$ cat config.mk
export PLATFORM = sky130hd
export DESIGN_NAME = load_store_unit
export DESIGN_NICKNAME = d
export VERILOG_FILES = /design/src/rtl/lsu_pkg.sv /design/src/rtl/byte_lane_unit.sv /design/src/rtl/load_store_unit.sv
export SDC_FILE = /design/constraint.sdc
export NUM_CORES = 1
export LEC_CHECK = 0
export CELL_PAD_IN_SITES_DETAIL_PLACEMENT = 0
export CELL_PAD_IN_SITES_GLOBAL_PLACEMENT = 2
export CORE_MARGIN = 2
export CORE_UTILIZATION = 30
export DETAILED_ROUTE_END_ITERATION = 10
export HOLD_SLACK_MARGIN = 0.15
export PLACE_DENSITY = 0.87
export SLEW_MARGIN = 20
export SYNTH_ARGS = -nofsm -noshare
export SYNTH_HDL_FRONTEND = slang
export SYNTH_SLANG_ARGS = --single-unit
$ cat constraint.sdc
create_clock -name Clock -period 5.5 [get_ports Clock]
set_clock_uncertainty 0.1 [all_clocks]
set_input_delay 0.55 -clock Clock [delete_from_list [all_inputs] [get_ports Clock]]
set_output_delay 0.55 -clock Clock [all_outputs]
set_load 0.005 [all_outputs]
$ cat src/rtl/lsu_pkg.sv
// Shared types and constants for the 16-bit load/store unit.
// Holds the FSM state encoding, byte-lane selectors and the default read latency.
package lsu_pkg;

    typedef enum logic [1:0] {
        IDLE  = 2'd0,
        READ  = 2'd1,
        WRITE = 2'd2,
        DONE  = 2'd3
    } lsu_state_e;

    localparam logic LANE_LO = 1'b0;
    localparam logic LANE_HI = 1'b1;

    localparam int READ_LATENCY_DEFAULT = 1;
    localparam int CNT_W                = 2;

endpackage

$ cat src/rtl/byte_lane_unit.sv
// Little-endian byte-lane extraction with sign/zero extension,
// plus byte merge into a memory word for read-modify-write stores.
module byte_lane_unit
    import lsu_pkg::*;
(
    input  logic [15:0] word_in,
    input  logic        lane,
    input  logic        sign_ext,
    input  logic [7:0]  byte_in,
    output logic [15:0] load_out,
    output logic [15:0] merge_out
);

    logic [7:0] sel;

    always_comb begin
        sel       = (lane == LANE_HI) ? word_in[15:8] : word_in[7:0];
        load_out  = {{8{sign_ext & sel[7]}}, sel};
        merge_out = (lane == LANE_HI) ? {byte_in, word_in[7:0]}
                                      : {word_in[15:8], byte_in};
    end

endmodule

$ cat src/rtl/load_store_unit.sv
// Single-outstanding load/store unit between execute and a 16-bit memory.
// Byte stores use read-modify-write; misaligned word accesses abort early.
module load_store_unit
    import lsu_pkg::*;
#(
    parameter int READ_LATENCY = READ_LATENCY_DEFAULT
) (
    input  logic        Clock,
    input  logic        Reset,
    input  logic        ReqValid,
    output logic        ReqReady,
    input  logic        ReqWrite,
    input  logic        ReqByte,
    input  logic        ReqSigned,
    input  logic [15:0] ReqAddress,
    input  logic [15:0] ReqData,
    output logic        RespValid,
    output logic [15:0] RespData,
    output logic        RespMisaligned,
    output logic [15:0] MemByteAddress,
    output logic [15:0] MemDIN,
    output logic        MemWriteEnable,
    input  logic [15:0] MemDOUT
);

    localparam logic [CNT_W-1:0] CNT_LOAD = CNT_W'(READ_LATENCY - 1);

    lsu_state_e       state_q, state_d;
    logic             write_q, write_d;
    logic             byte_q, byte_d;
    logic             signed_q, signed_d;
    logic             lane_q, lane_d;
    logic [7:0]       wbyte_q, wbyte_d;
    logic [CNT_W-1:0] cnt_q, cnt_d;
    logic             ready_q, ready_d;
    logic             resp_valid_q, resp_valid_d;
    logic [15:0]      resp_data_q, resp_data_d;
    logic             mis_q, mis_d;
    logic [15:0]      addr_q, addr_d;
    logic [15:0]      din_q, din_d;
    logic             we_q, we_d;
    logic [15:0]      load_ext;
    logic [15:0]      merged;

    byte_lane_unit u_lane (
        .word_in  (MemDOUT),
        .lane     (lane_q),
        .sign_ext (signed_q),
        .byte_in  (wbyte_q),
        .load_out (load_ext),
        .merge_out(merged)
    );

    always_comb begin
        state_d     = state_q;
        write_d     = write_q;
        byte_d      = byte_q;
        signed_d    = signed_q;
        lane_d      = lane_q;
        wbyte_d     = wbyte_q;
        cnt_d       = cnt_q;
        resp_data_d = resp_data_q;
        mis_d       = mis_q;
        addr_d      = addr_q;
        din_d       = din_q;
        unique case (state_q)
            IDLE: begin
                if (ReqValid) begin
                    write_d  = ReqWrite;
                    byte_d   = ReqByte;
                    signed_d = ReqSigned;
                    lane_d   = ReqAddress[0];
                    wbyte_d  = ReqData[7:0];
                    addr_d   = {ReqAddress[15:1], 1'b0};
                    if (!ReqByte && ReqAddress[0]) begin
                        state_d     = DONE;
                        resp_data_d = '0;
                        mis_d       = 1'b1;
                    end else if (ReqWrite && !ReqByte) begin
                        state_d = WRITE;
                        din_d   = ReqData;
                    end else begin
                        state_d = READ;
                        cnt_d   = CNT_LOAD;
                    end
                end
            end
            READ: begin
                // Last READ cycle: MemDOUT is valid now and is consumed directly.
                if (cnt_q == '0) begin
                    if (write_q) begin
                        state_d = WRITE;
                        din_d   = merged;
                    end else begin
                        state_d     = DONE;
                        resp_data_d = byte_q ? load_ext : MemDOUT;
                        mis_d       = 1'b0;
                    end
                end else begin
                    cnt_d = cnt_q - CNT_W'(1);
                end
            end
            WRITE: begin
                state_d     = DONE;
                resp_data_d = '0;
                mis_d       = 1'b0;
            end
            DONE: begin
                state_d = IDLE;
            end
            default: begin
                state_d = IDLE;
            end
        endcase
        ready_d      = (state_d == IDLE);
        resp_valid_d = (state_d == DONE);
        we_d         = (state_d == WRITE);
    end

    always_ff @(posedge Clock or posedge Reset) begin
        if (Reset) begin
            state_q      <= IDLE;
            write_q      <= 1'b0;
            byte_q       <= 1'b0;
            signed_q     <= 1'b0;
            lane_q       <= 1'b0;
            wbyte_q      <= '0;
            cnt_q        <= '0;
            ready_q      <= 1'b1;
            resp_valid_q <= 1'b0;
            resp_data_q  <= '0;
            mis_q        <= 1'b0;
            addr_q       <= '0;
            din_q        <= '0;
            we_q         <= 1'b0;
        end else begin
            state_q      <= state_d;
            write_q      <= write_d;
            byte_q       <= byte_d;
            signed_q     <= signed_d;
            lane_q       <= lane_d;
            wbyte_q      <= wbyte_d;
            cnt_q        <= cnt_d;
            ready_q      <= ready_d;
            resp_valid_q <= resp_valid_d;
            resp_data_q  <= resp_data_d;
            mis_q        <= mis_d;
            addr_q       <= addr_d;
            din_q        <= din_d;
            we_q         <= we_d;
        end
    end

    assign ReqReady       = ready_q;
    assign RespValid      = resp_valid_q;
    assign RespData       = resp_data_q;
    assign RespMisaligned = mis_q;
    assign MemByteAddress = addr_q;
    assign MemDIN         = din_q;
    assign MemWriteEnable = we_q;

endmodule
==> run_results.csv, run 1 <==
group,metric,value,unit
status,status,"finished, final reports clean",
logic_synthesis,post_synth_instance_area,0.00321,mm^2
worst_setup_path,required,5580,ps
clock_tree,cts_resized,0,
grt,pin_count_of_the_biggest_net_entering_global_routing,68,
grt,globalRouteTotalUtil,0.146,
worst_setup_path,worst-path-max-fanout,32,
clock_tree,clock-root-buffer,"sky130_fd_sc_hd__clkbuf_8",
logic_synthesis,yosys.stat.chipArea,0.00321,mm^2
logic_synthesis,synth.most_common_cell,"sky130_fd_sc_hd__dfrtp_1",
floorplanning,die_area,0.0115,mm^2
power,power.sequential.fraction,0.367,
timing,final_period_minus_worst_setup_slack,2370,ps
placement,placed_cells,526,
layout,area.growth.synth_to_final,41.3,%
layout,final-nonclk-buf-share,0.233,
worst_setup_path,timing.critical_path.slowest_cell_delay,700,ps
floorplanning,dieWidth,107,um
power,part_of_the_total_power_dissipated_in_the_clock_network,0.167,
layout,n_all_inverters,7,
logic_synthesis,number_of_instances_in_the_synthesized_netlist,300,
logic_synthesis,netlist_top_cells_area,"sky130_fd_sc_hd__dfrtp_1 51%, sky130_fd_sc_hd__mux2_2 12%, sky130_fd_sc_hd__nand2_1 7.4%",
timing,final.period_utilization,0.431,
layout,area.sequential,0.00168,mm^2
worst_setup_path,sort_of_element_at_the_end_of_the_critical_path,"register",
clock_tree,cts_setup_buffers,0,
power,switching_share,0.349,
flow_run,warning_count,31,
logic_synthesis,netlist_logic_family_top,"multiplexers",
logic_synthesis,synthTopCellsByCount,"66 x sky130_fd_sc_hd__dfrtp_1, 63 x sky130_fd_sc_hd__nand2_1, 37 x sky130_fd_sc_hd__o21ai_0",
routing,wirelength,8000,um
worst_setup_path,critical_path.startpoint_type,"register",
logic_synthesis,postSynthRegisterBits,67,
layout,finalCoreUtilization,0.437,
flow_run,maxCapViolations,0,
hold_path,holdCritStartpoint,"RespData[0]$_DFFE_PP0P_",
routing,ant_nets,0,
timing,setup_viol,0,
layout,count_of_plain_and_timing_repair_buffers_in_the_layout,106,
worst_setup_path,crit_path_cell_trace,"inv_1, ha_1, a21boi_0, a211o_1, o21ai_0",
routing,m1WireLength,3640,um
logic_synthesis,synth.yosys.num_cells,300,
logic_synthesis,synthDominantCellAreaShare,0.514,
clock_tree,h-tree-depth,3,
logic_synthesis,synthSimpleGateAreaFrac,0.119,
timing,max-slew-margin-rel,0.360,
timing,worstMarginPinSlew,959,ps
power,power.net_switching,856,uW
power,p_comb_frac,0.466,
timing,timing.final.max_slew_violations,0,
logic_synthesis,synth_adder_area_share,0.0273,
floorplanning,io_pins,106,
logic_synthesis,ys_sh_xor,0,
power,internal_pwr_total,1.60,mW
layout,nets_finish,462,
routing,routed-wl-met3,754,um
timing,fmax,422,MHz
worst_setup_path,reg2reg_to,"MemDIN[14]$_DFFE_PP0P_",
layout,biggestCellCategory,"sequential cells",
logic_synthesis,synth_net_count,361,
timing,grt_setup_unrepaired,"false",
logic_synthesis,ys_sh_aoi,0.113,
logic_synthesis,post_synth.cell_area_avg,10.7,um^2
layout,n_fill_cell,1033,
clock_tree,cts_tree,"yes",
routing,drt_first_pass_iters,5,
routing,post_detailed_route_drc_marker_count,0,
grt,grt_pass1_vias,2520,
logic_synthesis,yosysTopAreaCell,"sky130_fd_sc_hd__dfrtp_1",
routing,highest_signal_layer,"met4",
worst_setup_path,worst-r2r-cell-count,5,
grt,met1_track_demand_over_resource,0.197,
timing,final-hold-violation-count,0,
clock_tree,cts_hold_repair.buffers,0,
grt,met2_usage,0.221,
logic_synthesis,synthesis.yosys.warnings,0,
grt,grt_use_met3,0.0642,
routing,vias_per_cell,4.61,
routing,avgRoutedWirePerCell,14.8,um
worst_setup_path,timing.reg2reg.setup_slack,3130,ps
hold_path,hold_path.class,"reg -> reg",
hold_path,hold_end,"RespData[0]$_DFFE_PP0P_",
power,power.density_cell_area,541,mW/mm^2
worst_setup_path,worstSetupPathType,"reg -> reg",
layout,n_antenna_cell,0,
floorplanning,die-height,107,um
layout,comb_area_frac,0.311,
logic_synthesis,multiplexer_share_of_the_synthesized_area,0.178,
floorplanning,initial_utilization,0.310,
hold_path,holdPathStages,2,
floorplanning,placeableCoreArea,0.0104,mm^2
power,vdd_drop_max,236,uV
layout,instances_no_fill,542,
placement,sum_of_net_half_perimeters_after_detailed_placement,5780,um
grt,antenna_found_initial,0,
logic_synthesis,synth-async-reset-ratio,1.00,
logic_synthesis,seq_area_frac_synth,0.523,
placement,routabilityCongestion,0.815,
logic_synthesis,ff_type,"sky130_fd_sc_hd__dfrtp_1",
power,leakagePower,1.94,nW
clock_tree,max-clock-path-buffers,2,
floorplanning,core.rowCount,37,
worst_setup_path,critPathLaunch,"state_q[1]$_DFF_PP0_",
layout,combGateArea,0.00141,mm^2
logic_synthesis,number_of_distinct_library_cells_after_synthesis,36,
timing,setup_tns,0,ps
grt,busiest_layer,"met2",
[run 1: layout by cell type, fill, tap and decap left out, types with 2 or more instances in the layout]
cell / instances
sky130_fd_sc_hd__mux2_2: 34
sky130_fd_sc_hd__nand2b_1: 2
sky130_fd_sc_hd__buf_4: 2
sky130_fd_sc_hd__mux2i_1: 19
sky130_fd_sc_hd__clkbuf_8: 10
sky130_fd_sc_hd__inv_1: 6
sky130_fd_sc_hd__clkdlybuf4s50_1: 104
sky130_fd_sc_hd__a211oi_1: 2
sky130_fd_sc_hd__ha_1: 7
sky130_fd_sc_hd__o21ai_1: 14
sky130_fd_sc_hd__o21ai_2: 3
sky130_fd_sc_hd__nor2_1: 11
sky130_fd_sc_hd__nand4b_1: 2
sky130_fd_sc_hd__nand2_1: 62
sky130_fd_sc_hd__clkinv_2: 3
sky130_fd_sc_hd__dfrtp_1: 66
sky130_fd_sc_hd__o21ai_0: 37
[run 1: metrics by stage]
step / power [mW] / setup WS, ps / cell area, um^2 / hold slack (ps)
floorplan: 1.57 / 3170 / 3210 / 371
global placement: 2.05 / 2810 / 4340 / 366
detailed placement: 2.08 / 2730 / 4340 / 370
CTS: 2.50 / 3030 / 4530 / 386
global route: 2.67 / 2760 / 4540 / 406
finish: 2.45 / 3130 / 4540 / 381
[run 1: worst max-delay path, delay by kind of cell (launching register included)]
kind	cells	cell delay [ps]
compound gates	3	1220
buf+inv	1	170
fa+ha+maj	1	320
flops	1	400
[run 1: power by group through the flow]
stage	combinational, mW	clock [mW]	sequential (mW)
floorplan	0.707	0	0.861
global placement	1.15	0	0.900
detailed placement	1.17	0	0.910
CTS	1.17	0.424	0.902
global route	1.29	0.449	0.935
finish	1.14	0.409	0.900
Fig. 1: run 1, where the registers sit
Other sequential cells in the stronger gray, the rest of the logic in the fainter gray.
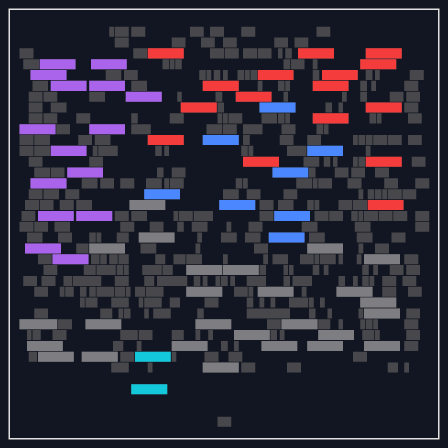
| color | name in the netlist | placed flops |
|---|---|---|
| red | MemDIN | 16 |
| cyan | cnt_q | 2 |
| blue | wbyte_q | 8 |
| purple | MemByteAddress | 15 |
not colored: 26

Fig. 2: run 1, clock nets
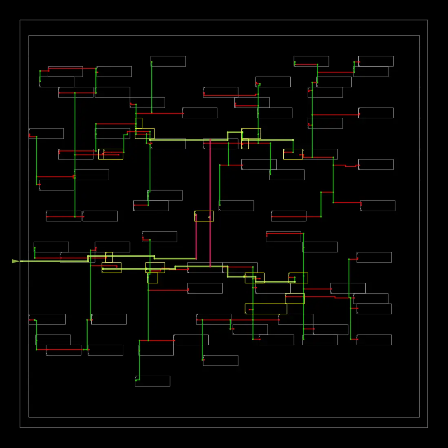
clock sink count: 67
later-pin clock latency in the skew report: 330 ps
Clock Power: 409 uW
clock buffers: 11
Seq cells: 67

Fig. 3: run 1, cells colored by class
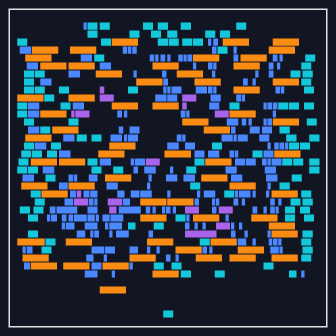
| color | class | cells |
|---|---|---|
| blue | remaining logic cells | 217 |
| purple | clock drivers and dummy loads | 16 |
| cyan | remaining buffers and delay cells | 106 |
| orange | registers | 67 |

==> run 2, diff against run 1 <==
Settings changed: CORE_UTILIZATION 30 to 28, PLACE_DENSITY 0.87 to 0.82.
Clock period 5.5 ns to 2.25 ns, I/O delays scaled along.
Fig. 4: run 2, where the registers sit
Other sequential cells in the stronger gray, the rest of the logic in the fainter gray.
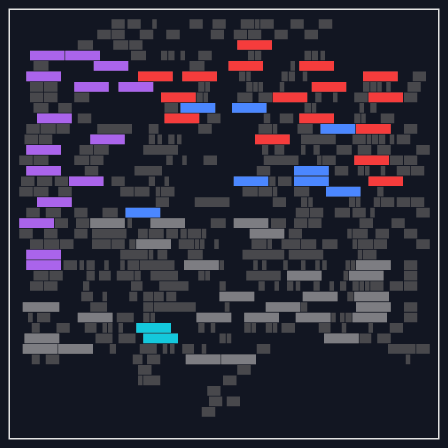
| color | name in the netlist | placed flops |
|---|---|---|
| purple | MemByteAddress | 15 |
| blue | wbyte_q | 8 |
| red | MemDIN | 16 |
| cyan | cnt_q | 2 |

==> run_results.csv, run 2 <==
group,metric,value,unit
timing,setup_tns,0,ps
power,leakagePower,2.03,nW
floorplanning,dieWidth,111,um
clock_tree,clkLatencyLatePin,320,ps
clock_tree,h-tree-depth,3,
routing,vias_per_cell,4.57,
logic_synthesis,synthDominantCellAreaShare,0.514,
hold_path,hold_path.class,"in -> async",
logic_synthesis,synth.most_common_cell,"sky130_fd_sc_hd__dfrtp_1",
logic_synthesis,post_synth_instance_area,0.00321,mm^2
timing,final.period_utilization,0.899,
grt,antenna_found_initial,0,
logic_synthesis,post_synth.cell_area_avg,10.7,um^2
status,status,"finished, final reports clean",
power,vdd_drop_max,702,uV
worst_setup_path,worst-path-max-fanout,8,
worst_setup_path,cp_top_family,"simple AND/OR/NAND/NOR gates",
power,part_of_the_total_power_dissipated_in_the_clock_network,0.231,
grt,busiest_layer,"met2",
floorplanning,initial_utilization,0.284,
worst_setup_path,timing.critical_path.slowest_cell_delay,460,ps
timing,setup_viol,0,
power,power.group.top,"combinational logic",
logic_synthesis,synth_net_count,361,
grt,grt_pass1_vias,2656,
clock_tree,cts.sinks,67,
placement,sum_of_net_half_perimeters_after_detailed_placement,5960,um
clock_tree,max-clock-path-buffers,2,
worst_setup_path,critical_path.startpoint_type,"register",
layout,area.growth.synth_to_final,47.5,%
layout,nets_finish,465,
power,power.net_switching,2.15,mW
floorplanning,die-height,111,um
routing,wirelength,8200,um
clock_tree,cts_hold_repair.buffers,0,
clock_tree,cts_setup_buffers,0,
layout,n_antenna_cell,0,
power,comb_cell_power,2.93,mW
timing,timing.final.max_slew_violations,0,
timing,final_period_minus_worst_setup_slack,2020,ps
routing,routed-wl-met3,610,um
power,p_comb_frac,0.443,
layout,mostFrequentLayoutCell,"sky130_fd_sc_hd__clkdlybuf4s50_1",
flow_run,maxCapViolations,0,
flow_run,warning_count,31,
timing,grt_setup_unrepaired,"false",
logic_synthesis,synth.yosys.num_cells,300,
layout,area.sequential,0.00168,mm^2
floorplanning,core.rowCount,39,
logic_synthesis,number_of_instances_in_the_synthesized_netlist,300,
logic_synthesis,yosysTopAreaCell,"sky130_fd_sc_hd__dfrtp_1",
power,sequentialPower,2.16,mW
grt,met2_usage,0.231,
layout,n_fill_cell,1136,
grt,met1_track_demand_over_resource,0.165,
logic_synthesis,postSynthRegisterBits,67,
grt,globalRouteTotalUtil,0.136,
power,power.sequential.fraction,0.326,
floorplanning,placeableCoreArea,0.0113,mm^2
clock_tree,clock-root-buffer,"sky130_fd_sc_hd__clkbuf_16",
logic_synthesis,synthTopCellsByCount,"66 x sky130_fd_sc_hd__dfrtp_1, 63 x sky130_fd_sc_hd__nand2_1, 37 x sky130_fd_sc_hd__o21ai_0",
clock_tree,cts_tree,"yes",
routing,m1WireLength,3690,um
logic_synthesis,synth-async-reset-ratio,1.00,
clock_tree,post_cts_clock_slew_at_the_launch_and_capture_registers_of_the_worst_setup_and_hold_paths,50,ps
power,switching_share,0.325,
grt,grt_use_met3,0.0547,
grt,pin_count_of_the_biggest_net_entering_global_routing,68,
worst_setup_path,critical_path.n_buffers_inverters,0,
floorplanning,die_area,0.0123,mm^2
logic_synthesis,synthesis.yosys.warnings,0,
worst_setup_path,arrival,2160,ps
logic_synthesis,seq_area_frac_synth,0.523,
logic_synthesis,yosys.stat.chipArea,0.00321,mm^2
worst_setup_path,worst-r2r-cell-count,5,
logic_synthesis,number_of_distinct_library_cells_after_synthesis,36,
routing,avgRoutedWirePerCell,14.9,um
timing,final-hold-violation-count,0,
layout,lay_top_cells,"104 x sky130_fd_sc_hd__clkdlybuf4s50_1, 66 x sky130_fd_sc_hd__dfrtp_1, 63 x sky130_fd_sc_hd__nand2_1",
power,internal_pwr_total,4.46,mW
worst_setup_path,timing.reg2reg.setup_slack,230,ps
clock_tree,cts_resized,0,
placement,routabilityCongestion,0.766,
routing,drt_first_pass_iters,4,
timing,fmax,494,MHz
worst_setup_path,sort_of_element_at_the_end_of_the_critical_path,"register",
routing,first_iter_violations,65,
worst_setup_path,reg2reg_to,"RespData[11]$_DFFE_PP0P_",
layout,combGateArea,0.00141,mm^2
power,clock_power,1.53,mW
floorplanning,io_pins,106,
routing,post_detailed_route_drc_marker_count,0,
logic_synthesis,ff_type,"sky130_fd_sc_hd__dfrtp_1",
logic_synthesis,netlist_top_cells_area,"sky130_fd_sc_hd__dfrtp_1 51%, sky130_fd_sc_hd__mux2_2 12%, sky130_fd_sc_hd__nand2_1 7.4%",
power,power.density_cell_area,1400,mW/mm^2
worst_setup_path,crit_path_cell_trace,"ha_1, and2b_1, a211oi_1, nand4b_1, o21ai_1",
routing,highest_signal_layer,"met3",
routing,ant_nets,0,
worst_setup_path,required,2390,ps
Fig. 5: run 2, wire density map
22 x 22 tiles, from dark blue (low) to red (high), scaled to the fullest tile. Values are wire area over tile area, all layers added.
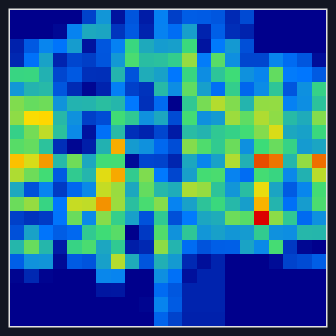
tiles over half the peak: 18%
nearly empty tiles: 20%
fullest tile: 0.38
emptiest ninth of the die: bottom right
densest ninth of the die: right middle
mean over tiles: 0.11

==> run 2: worst reg2reg max path: cells and delay by family (launching register included) <==
family / cells / cell delay [ps]
AND-OR/OR-AND: 2 / 490
adder cells (fa/ha/maj): 1 / 330
flip-flops: 1 / 460
AND/OR/NAND/NOR: 2 / 550
==> run 2: layout make-up <==
| type | instances | area share |
|---|---|---|
| clock inverter | 4 | 0.0153 |
| clock buffer | 12 | 0.0541 |
| timing repair buffer | 109 | 0.236 |
| tap | 143 | 0.0378 |
| multi-input combinational | 210 | 0.297 |
| inverter | 7 | 0.00555 |
| sequential | 67 | 0.354 |
==> run 2: cells by family after synthesis <==
kind of cell	Yosys count	share of synthesized area
compound gates	63	0.113
mux	53	0.178
simple gates	86	0.119
other cells	1	0.00117
buf+inv	23	0.0386
fa+ha+maj	7	0.0273
flops	67	0.523
==> run 2: worst max-delay path by stage <==
stage	startpoint	end	cells after the start
after global routing	state_q[1]$_DFF_PP0_	RespData[15]$_DFFE_PP0P_	6
after global placement	ReqValid	RespMisaligned$_DFFE_PP0P_	5
after floorplan	Reset	MemByteAddress[10]$_DFFE_PP0P_	1
after CTS	state_q[0]$_DFF_PP0_	RespData[11]$_DFFE_PP0P_	5
after detailed placement	ReqValid	RespData[4]$_DFFE_PP0P_	5
final	state_q[0]$_DFF_PP0_	RespData[11]$_DFFE_PP0P_	5
==> run 2: metrics by stage <==
step | setup WS (ps) | std cells | hold slack, ps | area (um^2) | util
6_report | 227 | 552 | 189 | 4740 | 0.418
5_1_grt | 71.0 | 552 | 259 | 4740 | 0.418
4_1_cts | 166 | 552 | 229 | 4740 | 0.418
3_5_place_dp | 211 | 536 | 370 | 4410 | 0.389
3_3_place_gp | 231 | 536 | 363 | 4410 | 0.389
2_1_floorplan | 243 | 300 | 276 | 3210 | -
No activity file was given, so power comes from the tool's default toggle rates.
